<file path="config.mk">
export PLATFORM = sky130hd
export DESIGN_NAME = ldtu_bsl_estimator
export DESIGN_NICKNAME = d
export VERILOG_FILES = /design/src/rtl/ldtu_bsl_estimator.sv
export SDC_FILE = /design/constraint.sdc
export NUM_CORES = 1
export LEC_CHECK = 0
export ABC_CLOCK_PERIOD_IN_PS = 5200
export CAP_MARGIN = 25
export CORE_ASPECT_RATIO = 0.9
export CORE_MARGIN = 2
export CORE_UTILIZATION = 45
export CTS_BUF_LIST = sky130_fd_sc_hd__clkbuf_8
export CTS_CLUSTER_SIZE = 12
export DETAILED_ROUTE_END_ITERATION = 12
export PLACE_DENSITY = 0.65
export SLEW_MARGIN = 0
export SYNTH_ARGS = -nofsm -noshare
export SYNTH_HDL_FRONTEND = slang
export SYNTH_SLANG_ARGS = --single-unit
</file>
<file path="constraint.sdc">
create_clock -name DCLK -period 5.2 [get_ports DCLK]
set_clock_uncertainty 0.15 [all_clocks]
set_input_delay 1.56 -clock DCLK [delete_from_list [all_inputs] [get_ports DCLK]]
set_output_delay 1.56 -clock DCLK [all_outputs]
set_load 0.02 [all_outputs]
</file>
<file path="src/rtl/ldtu_bsl_estimator.sv">
// Baseline estimator: averages 2^LOG2_NS accepted pedestal samples into a clamped 8-bit BSL_VAL.
// Define BSL_ROUND_EN to round the mean half up instead of truncating it.
module ldtu_bsl_estimator #(
  parameter int unsigned          Nbits_12 = 12,
  parameter int unsigned          Nbits_8  = 8,
  parameter int unsigned          LOG2_NS  = 4,
  parameter logic [Nbits_12-1:0]  THR      = 12'd1023,
  parameter int unsigned          TIMEOUT  = 1024
) (
  input  logic                DCLK,
  input  logic                rst,
  input  logic [Nbits_12-1:0] DATA12,
  input  logic                start,
  output logic [Nbits_8-1:0]  BSL_VAL,
  output logic                bsl_valid,
  output logic                busy,
  output logic                sat,
  output logic                err
);

  localparam int unsigned AccW  = Nbits_12 + LOG2_NS;
  localparam int unsigned CntW  = LOG2_NS + 1;
  localparam int unsigned CycW  = $clog2(TIMEOUT + 1);
  localparam int unsigned MeanW = Nbits_12 + 1;

  localparam logic [CntW-1:0]  NumSamples = CntW'(2 ** LOG2_NS);
  localparam logic [CycW-1:0]  TimeoutCnt = CycW'(TIMEOUT);
  localparam logic [MeanW-1:0] MaxMean    = MeanW'((2 ** Nbits_8) - 1);

  typedef enum logic [1:0] {StIdle, StAccum, StCalc} state_e;

  state_e               state_q, state_d;
  logic [AccW-1:0]      acc_q, acc_d;
  logic [CntW-1:0]      acc_cnt_q, acc_cnt_d;
  logic [CycW-1:0]      cyc_cnt_q, cyc_cnt_d;
  logic [Nbits_8-1:0]   bsl_q, bsl_d;
  logic                 valid_q, valid_d;
  logic                 sat_q, sat_d;
  logic                 err_q, err_d;

  logic                 accept;
  logic [CntW-1:0]      acc_cnt_inc;
  logic [CycW-1:0]      cyc_cnt_inc;
  logic                 last_accept;
  logic                 timeout_hit;
  logic [MeanW-1:0]     mean;
  logic                 mean_sat;

  assign accept      = (DATA12 <= THR);
  assign acc_cnt_inc = acc_cnt_q + CntW'(1);
  assign cyc_cnt_inc = cyc_cnt_q + CycW'(1);
  assign last_accept = accept && (acc_cnt_inc == NumSamples);
  assign timeout_hit = (cyc_cnt_inc == TimeoutCnt);

`ifdef BSL_ROUND_EN
  localparam int unsigned RndW = AccW + 1;
  logic [RndW-1:0] acc_rnd;
  assign acc_rnd = {1'b0, acc_q} + RndW'(2 ** (LOG2_NS - 1));
  assign mean    = acc_rnd[RndW-1:LOG2_NS];
`else
  assign mean    = {1'b0, acc_q[AccW-1:LOG2_NS]};
`endif

  assign mean_sat = (mean > MaxMean);

  always_ff @(posedge DCLK) begin
    if (rst) begin
      state_q   <= StIdle;
      acc_q     <= '0;
      acc_cnt_q <= '0;
      cyc_cnt_q <= '0;
      bsl_q     <= '0;
      valid_q   <= 1'b0;
      sat_q     <= 1'b0;
      err_q     <= 1'b0;
    end else begin
      state_q   <= state_d;
      acc_q     <= acc_d;
      acc_cnt_q <= acc_cnt_d;
      cyc_cnt_q <= cyc_cnt_d;
      bsl_q     <= bsl_d;
      valid_q   <= valid_d;
      sat_q     <= sat_d;
      err_q     <= err_d;
    end
  end

  // Completion is tested before timeout so a final accept on the timeout edge still succeeds.
  always_comb begin
    state_d = state_q;
    unique case (state_q)
      StIdle:  if (start) state_d = StAccum;
      StAccum: begin
        if (last_accept)      state_d = StCalc;
        else if (timeout_hit) state_d = StIdle;
      end
      StCalc:  state_d = StIdle;
      default: state_d = StIdle;
    endcase
  end

  always_comb begin
    acc_d     = acc_q;
    acc_cnt_d = acc_cnt_q;
    cyc_cnt_d = cyc_cnt_q;
    bsl_d     = bsl_q;
    valid_d   = 1'b0;
    sat_d     = sat_q;
    err_d     = err_q;
    unique case (state_q)
      StIdle: begin
        if (start) begin
          acc_d     = '0;
          acc_cnt_d = '0;
          cyc_cnt_d = '0;
          sat_d     = 1'b0;
          err_d     = 1'b0;
        end
      end
      StAccum: begin
        cyc_cnt_d = cyc_cnt_inc;
        if (accept) begin
          acc_d     = acc_q + AccW'(DATA12);
          acc_cnt_d = acc_cnt_inc;
        end
        if (!last_accept && timeout_hit) err_d = 1'b1;
      end
      StCalc: begin
        bsl_d   = mean_sat ? '1 : mean[Nbits_8-1:0];
        sat_d   = mean_sat;
        valid_d = 1'b1;
      end
      default: ;
    endcase
  end

  always_comb begin
    busy      = (state_q == StAccum) || (state_q == StCalc);
    BSL_VAL   = bsl_q;
    bsl_valid = valid_q;
    sat       = sat_q;
    err       = err_q;
  end

endmodule

</file>
==> ci_impl_report.md <==
### Flow metrics

| Metric | Value |
|---|---|
| Multi-In Gates | `254` |
| Type of element capturing the critical path | `flop` |
| Share of power burned in registers | `0.525` |
| Highest-count cells in the layout ignoring fill and taps | `45 x sky130_fd_sc_hd__dfxtp_1, 39 x sky130_fd_sc_hd__nor2_1, 29 x sky130_fd_sc_hd__a21oi_1` |
| Starting DRT DRC Count | `115` |
| Worst endpoint data arrival time | `4.08 ns` |
| Total number of H-tree levels | `2` |
| Main synth FF type | `sky130_fd_sc_hd__dfxtp_1` |
| Top cell excl fill/tap | `sky130_fd_sc_hd__dfxtp_1` |
| Final sum of negative setup slack | `0 ns` |
| Clock transition at the registers of the reported paths | `0.08 ns` |
| Hold Worst Slack | `0.3457 ns` |
| Switching power share of the total | `0.2676` |
| Distinct cell type count after synthesis | `59` |
| Number of global-route vias before repair | `2168` |
| Total CTS buffers | `5` |
| Minimum setup slack among reg-to-reg paths | `2.20 ns` |
| AND-OR/OR-AND share of the synthesized area | `0.2278` |
| Post-CTS setup buffers | `0` |
| Combinational power share | `0.147` |
| Status | `finished clean` |
| Reg2reg start | `state_q[1]` |
| Root cell of the clock tree | `sky130_fd_sc_hd__clkbuf_8` |
| Critical path start-end classification | `primary input to flop` |
| Fraction of cell area in non-clock buffers | `0.09258` |
| Flops | `45` |
| Grt ovf | `0` |
| Final hold violations | `0` |
| Final count of pins violating max slew | `0` |
| Count of instantiated cells in the yosys netlist | `323` |
| Global-route wire length before repair | `10410 um` |
| End point of the critical path | `acc_q[14]` |
| CP max stage delay | `0.47 ns` |
| Yosys warning total | `0` |
| Crit path from | `DATA12[0]` |
| Clock tree from TritonCTS | `done` |
| Maximum ir drop on the vdd rail | `0.1019 mV` |
| I/O pin count | `27` |
| Multiplexer share | `0.05730` |
| Library cell with the largest summed area after synthesis | `sky130_fd_sc_hd__dfxtp_1` |
| Adder Area Share | `0.08913` |
| Number of instances resized during post-cts repair | `0` |
| Seq cells post-synth | `45` |
| P_comb | `98.0 uW` |
| Number of signal-net inverters in the final layout | `9` |
stage by stage:
step,utilization,worst slack [ns],instance area (um2)
2_1_floorplan,-,1.664,2751
3_3_place_gp,0.5071,0.9974,3049
3_5_place_dp,0.5071,0.9210,3049
4_1_cts,0.5214,1.210,3136
5_1_grt,0.5214,0.9899,3136
6_report,0.5214,1.202,3136
metal layers:
layer  track usage  vias to the layer above  part of all wire
li1              -                     1231                 -
met1        0.2836                     1078              0.54
met2        0.2785                       38              0.41
met3       0.03260                        7             0.039
met4       0.05156                        0             0.012
met5             0                        -                 0
cells by family after synthesis:
| family | after synthesis |
|---|---|
| AOI/OAI and AO/OA | 92 |
| xor gates and xnor gates | 12 |
| adders and majority gates | 19 |
| buffers and inverters | 24 |
| DFF | 45 |
| muxes | 15 |
| and+or+nand+nor | 116 |
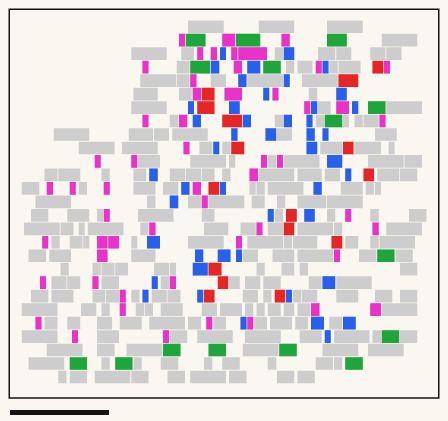
**Above:** gate families picked out.
Scale bar: 20 um.
Key: blue = nand cells [cells 46, most used nand2_1]; magenta = nor cells [cells 54, most used nor2_1, where widely spread]; green = mux cells [cells 15, most used mux2i_1]; red = and/or cells [cells 16, most used or3_1]

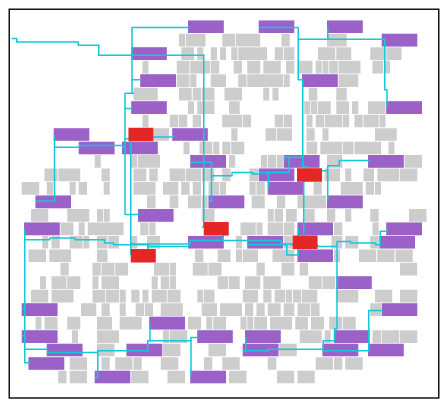
**Above:** clock wires, drivers and flops.
Key: cyan = clock wires [length 618 um]; purple = flip-flops [count 45]; red = clock drivers [count 5]
Position of the flops: widely spread.

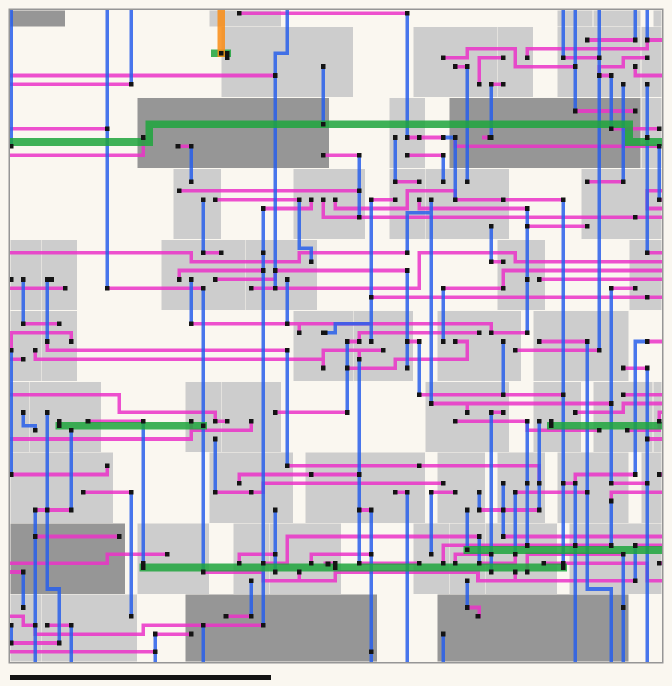
**Above:** zoomed window.
Scale bar: 10 um. Window x 31 to 56, y 11 to 36 um. Cells in gray, sequential cells in the stronger gray; small squares are vias.
Key: orange = metal 4; green = metal 3; magenta = metal 1; blue = metal 2
46 logic cells have their middle in the window. Netlist names of flops here include acc_q (5). Most frequent: nor2_1 (6), dfxtp_1 (5), ha_1 (4). Sequential cells in the window: 5.

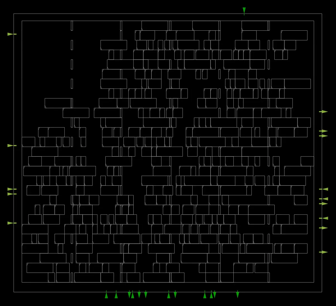
**Above:** placed standard cells.
number of filler instances in the final layout: 583
sequential portion of the cell area: 0.2873
Tapcell Cnt: 72

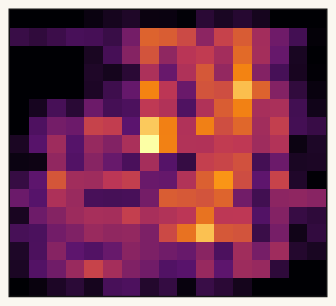
**Above:** wiring heat map.
17 x 16 tiles, from black (low) to pale yellow (high), scaled to the fullest tile. Values are wire area over tile area, all layers added.
19% of the tiles are over half the peak. The fullest tile reaches 0.46. The emptiest ninth of the die: upper left. The mean over all tiles is 0.14.

No activity file was given, so power comes from the tool's default toggle rates.
